<file path="config.mk">
export PLATFORM = sky130hd
export DESIGN_NAME = dsp_mac_seq
export DESIGN_NICKNAME = d
export VERILOG_FILES = /design/src/rtl/dsp_pkg.sv /design/src/rtl/dsp_tag_delay.sv /design/src/rtl/dsp_mac_seq.sv
export SDC_FILE = /design/constraint.sdc
export NUM_CORES = 1
export LEC_CHECK = 0
export ABC_AREA = 1
export CORE_MARGIN = 5
export CORE_UTILIZATION = 36
export DETAILED_ROUTE_END_ITERATION = 8
export HOLD_SLACK_MARGIN = 0.12
export PLACE_DENSITY = 0.86
export RECOVER_POWER = 50
export SYNTH_ARGS = -nofsm -noshare
export SYNTH_HDL_FRONTEND = slang
export SYNTH_SLANG_ARGS = --single-unit
export TNS_END_PERCENT = 20
</file>
<file path="constraint.sdc">
create_clock -name CLK -period 1.6 [get_ports CLK]
set_input_delay 0.48 -clock CLK [delete_from_list [all_inputs] [get_ports CLK]]
set_output_delay 0.48 -clock CLK [all_outputs]
set_load 0.005 [all_outputs]
</file>
<file path="src/rtl/dsp_pkg.sv">
// Shared types and constants for the DSP48A1 multiply-accumulate sequencer.
// Latency: none (declarations only).
// Backpressure: not applicable.
package dsp_pkg;

   localparam int A_W = 18;
   localparam int P_W = 48;

   localparam logic [7:0] OPM_MUL_FIRST = 8'h01;  // X=M, Z=0
   localparam logic [7:0] OPM_MUL_ACC   = 8'h09;  // X=M, Z=P
   localparam logic [7:0] OPM_MUL_BIAS  = 8'h0D;  // X=M, Z=C

   typedef enum logic [1:0] {
      ST_IDLE,
      ST_RUN,
      ST_DRAIN,
      ST_DONE
   } state_t;

   // Tag carried down the opmode line for every cycle slot.
   typedef struct packed {
      logic vld;
      logic first;
   } opm_tag_t;

   // OPMODE for a real term: the first term of a job starts the accumulation.
   function automatic logic [7:0] opm_encode(input logic first);
`ifdef DSP_MAC_BIAS_EN
      return first ? OPM_MUL_BIAS : OPM_MUL_ACC;
`else
      return first ? OPM_MUL_FIRST : OPM_MUL_ACC;
`endif
   endfunction

endpackage

</file>
<file path="src/rtl/dsp_tag_delay.sv">
// Fixed-depth shift register for per-cycle tags, synchronous clear.
// Latency: DEPTH cycles from din to dout.
// Backpressure: none; shifts every cycle.
module dsp_tag_delay #(
   parameter int DEPTH = 1,
   parameter int W     = 1
) (
   input  logic         clk,
   input  logic         clr,
   input  logic [W-1:0] din,
   output logic [W-1:0] dout
);

   logic [W-1:0] stage [DEPTH];

   // Shift one slot per cycle; clear empties every slot.
   always_ff @(posedge clk) begin
      if (clr) begin
         for (int i = 0; i < DEPTH; i++) stage[i] <= '0;
      end else begin
         stage[0] <= din;
         for (int i = 1; i < DEPTH; i++) stage[i] <= stage[i-1];
      end
   end

   assign dout = stage[DEPTH-1];

endmodule

</file>
<file path="src/rtl/dsp_mac_seq.sv">
// Sequences a DSP48A1 slice as a MAC over a job of LEN operand pairs; optional bias via DSP_MAC_BIAS_EN.
// Latency: result valid P_DLY+1 cycles after the last accepted pair (LEN=0: the cycle after START).
// Backpressure: IN_READY only in RUN; result held in DONE until RES_READY.
module dsp_mac_seq
   import dsp_pkg::*;
#(
   parameter int LEN_W  = 10,
   parameter int OP_DLY = 1,
   parameter int P_DLY  = 2
) (
   input  logic             CLK,
   input  logic             RST,
   input  logic             START,
   input  logic [LEN_W-1:0] LEN,
   output logic             BUSY,
   input  logic [A_W-1:0]   IN_A,
   input  logic [A_W-1:0]   IN_B,
   input  logic             IN_VALID,
   output logic             IN_READY,
   output logic [P_W-1:0]   RES_DATA,
   output logic             RES_VALID,
   input  logic             RES_READY,
   output logic [A_W-1:0]   DSP_A,
   output logic [A_W-1:0]   DSP_B,
   output logic             DSP_CEAB,
   output logic [7:0]       DSP_OPMODE,
   output logic             DSP_CEOPMODE,
   output logic             DSP_CEP,
   output logic             DSP_RSTP,
`ifdef DSP_MAC_BIAS_EN
   input  logic [P_W-1:0]   BIAS,
   output logic [P_W-1:0]   DSP_C,
`endif
   input  logic [P_W-1:0]   DSP_P
);

   localparam int DR_W = $clog2(P_DLY + 1);

   state_t           state, state_nxt;
   logic [LEN_W-1:0] term_cnt;
   logic [DR_W-1:0]  drain_cnt;
   logic             first_pend;
   logic             acc;
   logic [P_W-1:0]   empty_res;
   opm_tag_t         opl_in, opl_out;
   logic             enl_out;
   logic [7:0]       opm_hold;

   assign acc = IN_VALID & IN_READY;

`ifdef DSP_MAC_BIAS_EN
   assign DSP_C     = BIAS;
   assign empty_res = BIAS;
`else
   assign empty_res = '0;
`endif

   // State register.
   always_ff @(posedge CLK) begin
      if (RST) state <= ST_IDLE;
      else     state <= state_nxt;
   end

   // Next-state decode and state-derived handshake outputs.
   always_comb begin
      state_nxt = state;
      BUSY      = 1'b1;
      IN_READY  = 1'b0;
      case (state)
         ST_IDLE: begin
            BUSY = 1'b0;
            if (START) state_nxt = (LEN == '0) ? ST_DONE : ST_RUN;
         end
         ST_RUN: begin
            IN_READY = 1'b1;
            if (acc && term_cnt == LEN_W'(1)) state_nxt = ST_DRAIN;
         end
         ST_DRAIN: begin
            if (drain_cnt == '0) state_nxt = ST_DONE;
         end
         ST_DONE: begin
            if (RES_READY) state_nxt = ST_IDLE;
         end
         default: state_nxt = ST_IDLE;
      endcase
   end

   // Term/drain counters, first-term flag and the result register.
   always_ff @(posedge CLK) begin
      if (RST) begin
         term_cnt   <= '0;
         drain_cnt  <= '0;
         first_pend <= 1'b0;
         RES_DATA   <= '0;
         RES_VALID  <= 1'b0;
      end else begin
         case (state)
            ST_IDLE: begin
               if (START) begin
                  if (LEN != '0) begin
                     term_cnt   <= LEN;
                     first_pend <= 1'b1;
                  end else begin
                     // Empty job: the slice is never touched.
                     RES_DATA  <= empty_res;
                     RES_VALID <= 1'b1;
                  end
               end
            end
            ST_RUN: begin
               if (acc) begin
                  term_cnt   <= term_cnt - LEN_W'(1);
                  first_pend <= 1'b0;
                  if (term_cnt == LEN_W'(1)) drain_cnt <= DR_W'(P_DLY);
               end
            end
            ST_DRAIN: begin
               if (drain_cnt == '0) begin
                  RES_DATA  <= DSP_P;
                  RES_VALID <= 1'b1;
               end else begin
                  drain_cnt <= drain_cnt - DR_W'(1);
               end
            end
            ST_DONE: begin
               if (RES_READY) RES_VALID <= 1'b0;
            end
            default: ;
         endcase
      end
   end

   assign opl_in = {acc, first_pend};

   dsp_tag_delay #(.DEPTH(OP_DLY), .W($bits(opm_tag_t))) u_opm_line (
      .clk  (CLK),
      .clr  (RST),
      .din  (opl_in),
      .dout (opl_out)
   );

   dsp_tag_delay #(.DEPTH(P_DLY), .W(1)) u_en_line (
      .clk  (CLK),
      .clr  (RST),
      .din  (acc),
      .dout (enl_out)
   );

   // Remember the last issued OPMODE so empty slots keep presenting it.
   always_ff @(posedge CLK) begin
      if (RST) opm_hold <= '0;
      else     opm_hold <= DSP_OPMODE;
   end

   // The opmode line's final stage is the register; a real tag overrides the held value.
   assign DSP_OPMODE   = opl_out.vld ? opm_encode(opl_out.first) : opm_hold;
   assign DSP_CEP      = enl_out;
   assign DSP_CEOPMODE = 1'b1;
   assign DSP_RSTP     = RST;
   assign DSP_A        = IN_A;
   assign DSP_B        = IN_B;
   assign DSP_CEAB     = acc;

endmodule

</file>
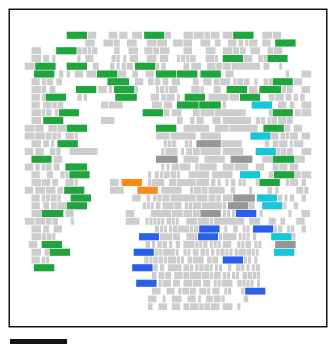
Fig. 1. Sequential cells grouped by signal name.
Scale bar: 20 um.
legend:
  `RES_DATA`:
    color: green
    flops: 48
  `term_cnt`:
    color: blue
    flops: 10
  `opm_hold`:
    color: cyan
    flops: 8
  `drain_cnt`:
    color: orange
    flops: 2

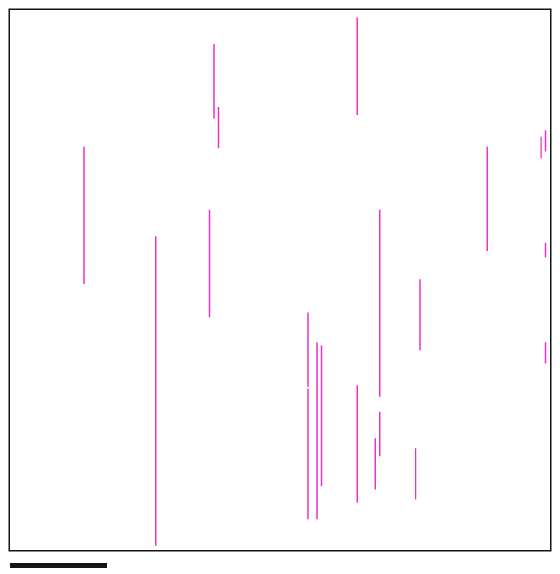
Fig. 2. Metal 4.
Scale bar: 20 um.
nets with wire on the layer: 20
share of all routed wire: 3.3%
main direction: vertical
longest straight run: 63.2 um

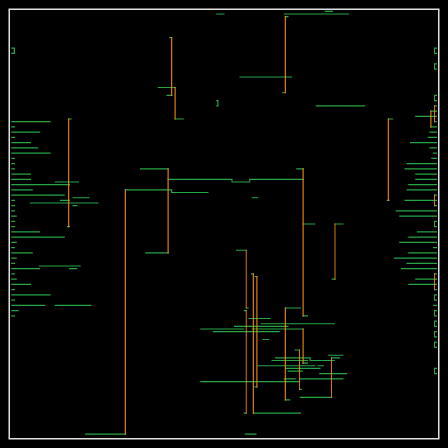
Fig. 3. Metal layers overlaid.
Only two layers are drawn.
legend:
  metal 3:
    color: green
    wire_length: 770 um
  metal 4:
    color: orange
    wire_length: 403 um

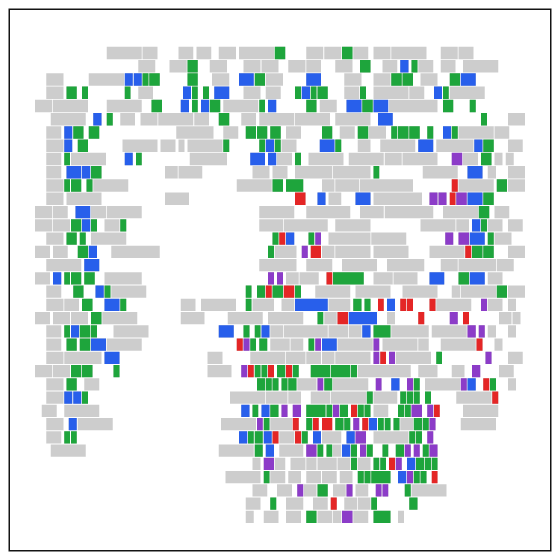
Fig. 4. Gate families picked out.
legend:
  NAND gates:
    color: green
    cells: 186
    where: all over the die
  inverting AOI/OAI gates:
    color: blue
    cells: 71
    where: all over the die
  inverters:
    color: red
    cells: 35
  NOR gates:
    color: purple
    cells: 49

==> flow_summary.json <==
{
  "ys_warn_count": 0,
  "finalInstanceArea_mm2": 0.00562,
  "drv_cap": 0,
  "drt_iter0_markers": 250,
  "chipArea_mm2": 0.0123,
  "r2r-start": "state[0]",
  "drc": 0,
  "cts_max_level": 3,
  "top_area_cell": "dfxtp_1",
  "cp_slowest_stage_delay_ns": 0.25,
  "hold_class": "flip-flop to flip-flop",
  "clkCellAreaFrac_pct": 3.87,
  "adder_share_pct": 2.73,
  "core-area_mm2": 0.00986,
  "comb.multi_input.count": 323,
  "cts_sinks": 75,
  "clock.fmax_mhz": 596,
  "final-seq-area_mm2": 0.00152,
  "ys_sh_mux_pct": 0.273,
  "p_per_area_mw_per_mm2": 1770,
  "setup_ws_ns": -0.0775,
  "fillers": 882,
  "num_tap_cells": 133,
  "cts.clk_slew.worst_paths_ns": 0.08,
  "bufAreaShareNonClock_pct": 31.3,
  "grt_start_max_net_pins": 52,
  "setup_viol": 54,
  "gr-usage-all-layers_pct": 19.1,
  "die_w_um": 111,
  "wl_um": 12200,
  "dr.pass1.iters": 5,
  "cp_data_arrival_time_ns": 1.95,
  "io_buffers": 124,
  "most-common-layout-cells": "nand2_1 (105), dfxtp_1 (63), dlygate4sd2_1 (61)",
  "status": "finished with violations",
  "violations": "setup timing",
  "worstRegToRegCells": 10,
  "sh_comb_area_pct": 32.3,
  "fin_util_pct": 57.0
}
[sequential cells by signal, summed over array words and instances (netlist names)]
signal            flops
drain_cnt             2
u_opm_line.stage      1
u_en_line.stage       2
RES_VALID             1
opm_hold              8
RES_DATA             48
state                 2
term_cnt             10
first_pend            1
[worst max-delay path, delay by kind of cell]
kind	cells	cell delay, ns
AND-OR/OR-AND	2	0.37
buffers and inverters	4	0.65
AND/OR/NAND/NOR	3	0.44
[synth_stat cells]
| master | count |
|---|---|
| dfxtp_1 | 75 |
| conb_1 | 1 |
| mux2i_1 | 1 |
| buf_6 | 4 |
| inv_2 | 2 |
| nor2_1 | 41 |
| buf_1 | 3 |
| a21oi_1 | 59 |
| buf_4 | 40 |
| or2_1 | 1 |
| nand2_1 | 115 |
| and2_1 | 1 |
| nor3_1 | 8 |
| xor2_1 | 2 |
| nand3_1 | 19 |
| inv_1 | 33 |
| ha_1 | 8 |
| and3_1 | 1 |
| o21bai_4 | 1 |
| or2_2 | 2 |
| buf_2 | 5 |
| nand3_2 | 1 |
| nand2_2 | 2 |
| o21ai_0 | 11 |
| nand4_1 | 48 |
| clkbuf_1 | 19 |
[routing by layer]
| layer | routed length (um) | track usage, % | vias to the layer above | share of wire [%] |
|---|---|---|---|---|
| li1 | - | - | 1857 | - |
| met1 | 4910 | 22.1 | 1831 | 40 |
| met2 | 6080 | 33.3 | 176 | 50 |
| met3 | 770 | 4.31 | 45 | 6.3 |
| met4 | 403 | 8.95 | 0 | 3.3 |
| met5 | 0 | 0 | - | 0 |
[power breakdown]
part / leakage (nW) / internal, W / total, W / switching (W)
combinational: 1.75 / 0.00277 / 0.00594 / 0.00317
clock: 0.106 / 0.000882 / 0.00160 / 0.000721
sequential: 0.614 / 0.00218 / 0.00241 / 0.000233
[what timing repair did]
item,4_1_cts,5_1_grt
endpoints found under the setup margin,125,69
setup buffers,11,1
cloned,8,2
pin swaps,29,33
gates resized,168,44
[per-stage QoR]
| stage | hold WS (ns) | setup slack [ns] | TNS (ns) | std cells | total power (W) |
|---|---|---|---|---|---|
| 4_1_cts | 0.431 | -0.0616 | -1.61 | 759 | 0.00991 |
| 3_3_place_gp | 0.413 | -0.472 | -27.43 | 724 | 0.00637 |
| 2_1_floorplan | 0.403 | 0.00694 | 0 | 503 | 0.00504 |
| 5_1_grt | 0.456 | -0.146 | -6.38 | 759 | 0.0106 |
| 6_report | 0.427 | -0.0775 | -2.43 | 759 | 0.00996 |
| 3_5_place_dp | 0.415 | -0.549 | -31.50 | 724 | 0.00655 |
[how the worst max path moves through the flow]
stage / start / to / slack, ns / cells after the start
global route: LEN[1] / RES_DATA[31] / -0.15 / 9
global placement: IN_VALID / DSP_CEAB / -0.47 / 4
floorplan: state[1] / RES_DATA[10] / 0.007 / 10
CTS: state[0] / RES_DATA[22] / -0.06 / 11
detailed placement: LEN[4] / RES_DATA[25] / -0.55 / 7
finish: LEN[1] / RES_DATA[13] / -0.08 / 9
Power figures rest on the tool's default switching activity, not on a simulated workload.
